<file path="config.mk">
export PLATFORM = sky130hd
export DESIGN_NAME = fetch_unit
export DESIGN_NICKNAME = d
export VERILOG_FILES = /design/src/rtl/lc3b_types.sv /design/src/rtl/fetch_unit_plus2.sv /design/src/rtl/fetch_unit.sv
export SDC_FILE = /design/constraint.sdc
export NUM_CORES = 1
export LEC_CHECK = 0
export CAP_MARGIN = 10
export CORE_MARGIN = 2
export CORE_UTILIZATION = 51
export CTS_BUF_LIST = sky130_fd_sc_hd__clkbuf_8 sky130_fd_sc_hd__clkbuf_16
export CTS_CLUSTER_DIAMETER = 200
export CTS_CLUSTER_SIZE = 10
export DETAILED_ROUTE_END_ITERATION = 6
export HOLD_SLACK_MARGIN = 0.15
export PLACE_DENSITY = 0.95
export SLEW_MARGIN = 10
export SYNTH_ARGS = -nofsm -noshare
export SYNTH_HDL_FRONTEND = slang
export SYNTH_SLANG_ARGS = --single-unit
</file>
<file path="constraint.sdc">
create_clock -name clk -period 3.71 [get_ports clk]
set_input_delay 0.742 -clock clk [delete_from_list [all_inputs] [get_ports clk]]
set_output_delay 0.742 -clock clk [all_outputs]
set_load 0.02 [all_outputs]
</file>
<file path="src/rtl/lc3b_types.sv">
// Shared LC-3b types for the fetch unit: word type, fetch FSM encoding, reset PC
// and the IF/ID payload.
package lc3b_types;

  localparam int unsigned LC3B_WORD_W = 16;

  typedef logic [LC3B_WORD_W-1:0] lc3b_word;

  localparam lc3b_word LC3B_RESET_PC = 16'h0000;

  typedef enum logic [1:0] {
    IDLE  = 2'd0,
    REQ   = 2'd1,
    DRAIN = 2'd2,
    HOLD  = 2'd3
  } lc3b_fetch_state;

  // Instruction presented to the IF/ID barrier.
  typedef struct packed {
    lc3b_word ir;
    lc3b_word pc;
    lc3b_word pc_plus2;
  } lc3b_if_payload;

endpackage

</file>
<file path="src/rtl/fetch_unit_plus2.sv">
// plus2: 16-bit word increment by two, wrapping modulo 2^16.
module plus2
  import lc3b_types::*;
(
  input  lc3b_word a,
  output lc3b_word sum_c
);

  assign sum_c = lc3b_word'(a + lc3b_word'(2));

endmodule

</file>
<file path="src/rtl/fetch_unit.sv">
// LC-3b instruction fetch unit: one fetch in flight, redirect/kill, IF/ID hold.
// Build option: LC3B_IF_BACK2BACK_EN lets a HOLD transfer start the next fetch directly.
module fetch_unit
  import lc3b_types::*;
(
  input  logic     clk,
  input  logic     rst_n,
  input  lc3b_word pc_next,
  input  logic     pc_load,
  input  logic     stage_IF_stall,
  output logic     imem_read,
  output lc3b_word imem_address,
  input  logic     imem_resp,
  input  lc3b_word imem_rdata,
  output logic     if_valid,
  output lc3b_word if_ir,
  output lc3b_word if_pc,
  output lc3b_word if_pc_plus2,
  input  logic     id_ready
);

  lc3b_fetch_state state, next_state;

  lc3b_word       pc, pc_d;
  lc3b_word       fetch_addr, fetch_addr_d;
  lc3b_word       fetch_addr_plus2;
  lc3b_if_payload payload_q, payload_d;
  logic           if_valid_q, if_valid_d;
  logic           imem_read_q, imem_read_d;

  plus2 u_fetch_plus2 (
    .a     (fetch_addr),
    .sum_c (fetch_addr_plus2)
  );

  // State and datapath registers; reset overrides every other input.
  always_ff @(posedge clk) begin
    if (!rst_n) begin
      state       <= IDLE;
      pc          <= LC3B_RESET_PC;
      fetch_addr  <= '0;
      payload_q   <= '0;
      if_valid_q  <= 1'b0;
      imem_read_q <= 1'b0;
    end else begin
      state       <= next_state;
      pc          <= pc_d;
      fetch_addr  <= fetch_addr_d;
      payload_q   <= payload_d;
      if_valid_q  <= if_valid_d;
      imem_read_q <= imem_read_d;
    end
  end

  // Next-state and next-register logic.
  always_comb begin
    next_state   = state;
    pc_d         = pc;
    fetch_addr_d = fetch_addr;
    payload_d    = payload_q;

    case (state)
      IDLE: begin
        if (pc_load) begin
          pc_d = pc_next;
        end else if (!stage_IF_stall) begin
          fetch_addr_d = pc;
          next_state   = REQ;
        end
      end

      REQ: begin
        if (pc_load) begin
          pc_d       = pc_next;
          next_state = imem_resp ? IDLE : DRAIN;
        end else if (imem_resp) begin
          payload_d.ir       = imem_rdata;
          payload_d.pc       = fetch_addr;
          payload_d.pc_plus2 = fetch_addr_plus2;
          pc_d               = fetch_addr_plus2;
          next_state         = HOLD;
        end
      end

      // A killed fetch is still owed a response; swallow it here.
      DRAIN: begin
        if (pc_load) begin
          pc_d = pc_next;
        end
        if (imem_resp) begin
          next_state = IDLE;
        end
      end

      HOLD: begin
        if (pc_load) begin
          pc_d       = pc_next;
          payload_d  = '0;
          next_state = IDLE;
        end else if (id_ready) begin
          payload_d = '0;
`ifdef LC3B_IF_BACK2BACK_EN
          if (!stage_IF_stall) begin
            fetch_addr_d = pc;
            next_state   = REQ;
          end else begin
            next_state = IDLE;
          end
`else
          next_state = IDLE;
`endif
        end
      end

      default: begin
        next_state = IDLE;
      end
    endcase

    if_valid_d  = (next_state == HOLD);
    imem_read_d = (next_state == REQ) || (next_state == DRAIN);
  end

  // Payload is cleared on leaving HOLD, so the IF/ID outputs read zero elsewhere.
  assign imem_read    = imem_read_q;
  assign imem_address = fetch_addr;
  assign if_valid     = if_valid_q;
  assign if_ir        = payload_q.ir;
  assign if_pc        = payload_q.pc;
  assign if_pc_plus2  = payload_q.pc_plus2;

endmodule

</file>
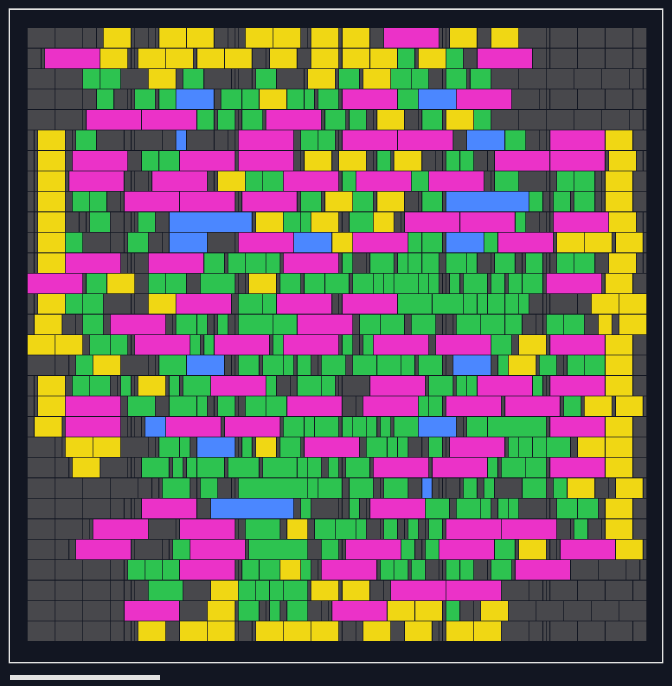
**Above:** placement by cell class.
Scale bar: 20 um. Fill, decap, tap and diode cells in gray.
color	class	cells
magenta	registers	83
yellow	remaining buffers and delay cells	108
green	remaining logic cells	254
blue	clock drivers and dummy loads	16
FP Rows: 30
Util after Layout: 0.7071
Core Region: 6719 um^2

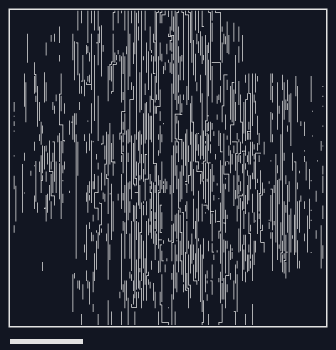
**Above:** M2 wires.
Scale bar: 20 um.
wire length on this layer	4,390 um
share of all routed wire	49%
longest straight run	36.7 um
nets with wire on the layer	446
main direction	vertical

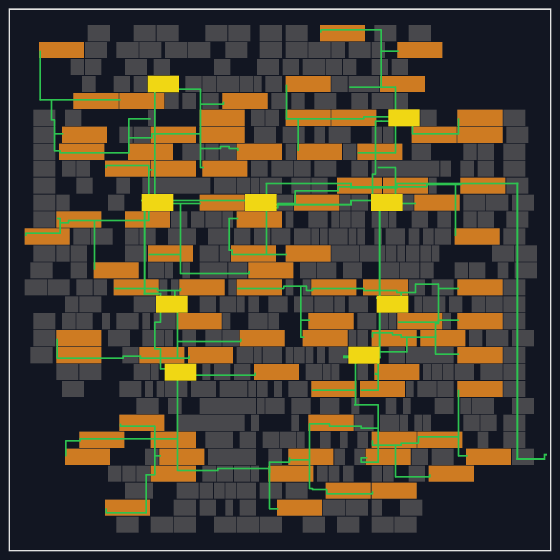
**Above:** clock wires, drivers and flops.
[orange] flip-flops | count: 83
[green] clock wires | length: 962 um
[yellow] clock-net drivers | count: 9
routed clock nets	10

through the flow:
stage	hold WS, ps	cells	instance area (um^2)
final	457.4	541	4751
after global routing	482.0	541	4751
after CTS	462.0	541	4751
after detailed placement	449.8	525	4508
after global placement	440.2	525	4508
after floorplan	430.6	370	3486
per-layer routing:
layer	wire length (um)	up-vias	track usage
met5	0	-	0
met4	136	0	0.09233
met3	581	11	0.05333
met2	4387	111	0.4007
met1	3843	1523	0.3188
li1	-	1483	-
cell usage after synthesis, types with 6 or more instances:
| library cell | count |
|---|---|
| a21boi_0 | 6 |
| a21boi_1 | 13 |
| a21oi_1 | 12 |
| a22oi_1 | 35 |
| buf_2 | 14 |
| clkbuf_1 | 13 |
| dfxtp_1 | 83 |
| nand2_1 | 44 |
| nand3_1 | 17 |
| nor2_1 | 6 |
| nor2b_1 | 36 |
| o221ai_1 | 12 |
| xnor2_1 | 10 |
flip-flops by register name (all words and copies together) (netlist names):
| signal | count |
|---|---|
| pc | 16 |
| if_pc_plus2 | 15 |
| if_ir | 16 |
| imem_address | 16 |
| imem_read | 1 |
| state | 2 |
| if_valid | 1 |
| if_pc | 16 |
layout make-up:
class,count,area [um^2]
Multi-Input combinational cell,249,1664
Tap cell,80,100.1
Clock buffer,10,137.6
Sequential cell,83,1662
Clock inverter,6,105.1
Fill cell,510,1968
Inverter,5,18.77
Timing Repair Buffer,108,1064
cell families after synthesis:
logic type	after synthesis
xor gates and xnor gates	13
adders and majority gates	2
buffers and inverters	38
and+or+nand+nor	132
AOI/OAI and AO/OA	97
muxes	5
DFF	83
worst min-delay path, cell delays in order, from the launching register on:
cell and delay, ps:
dfxtp_1 310, nand2_1 50, a21boi_0 60
==> out/metrics.cfg <==
[run_status]
status = finished, final reports clean

[synthesis]
syn_avg_cell_area_um2 = 9.421
fp_nets = 410
ys_seq_frac = 0.4767
yosys.cell_types.count = 45
ys_sh_adder = 0.007179
yosys.area.top_type_share = 0.4767
syn_inst = 370
ys.flop_type = dfxtp_1
mux_share = 0.01472
ys_chip_area_um2 = 3486
async_reset_ff_frac = 0

[setup_path]
cp.required_ps = 3980
r2r-start = state[0]
cpLargestDelayFamily = buffers and inverters
worstSetupPathType = in -> reg
crit_path_end = if_pc_plus2[6]
critPathArrivalTime_ps = 2770
path_cells = clkdlybuf4s50_1, nor4bb_4, buf_4, nand2_1, o21ai_0
timing.critical_path.buf_inv = 2
worstSetupPathDepth = 5

[global_routing]
first_global_vias = 2945
grt_pass1_wl_um = 14590
gr-total-overflow = 0
grt_use_total = 0.2454
antenna_found_initial = 0

[power_and_ir_drop]
power.switching_mw = 0.4248
p_leak_nw = 1.588
p_comb_mw = 0.175
pg_seq_mw = 0.941

[clock_network]
cts_max_level = 3
cts_tree = yes
ctsResizeCount = 0
path_clk_slew_ps = 90

[final_timing]
tightest_slew_ps = 623.5
fin_ws_ps = 1212
tns_ps = 0
drv_slew = 0
grt_setup_unrepaired = false

[worst_hold_path]
min_path_type = reg -> reg
hp-start = pc[2]

[floorplanning]
die_w_um = 86.68
die_h_um = 86.68

[layout]
drive_above_1_share = 0.06508

[placed_design]
place_ws_ps = 872.2

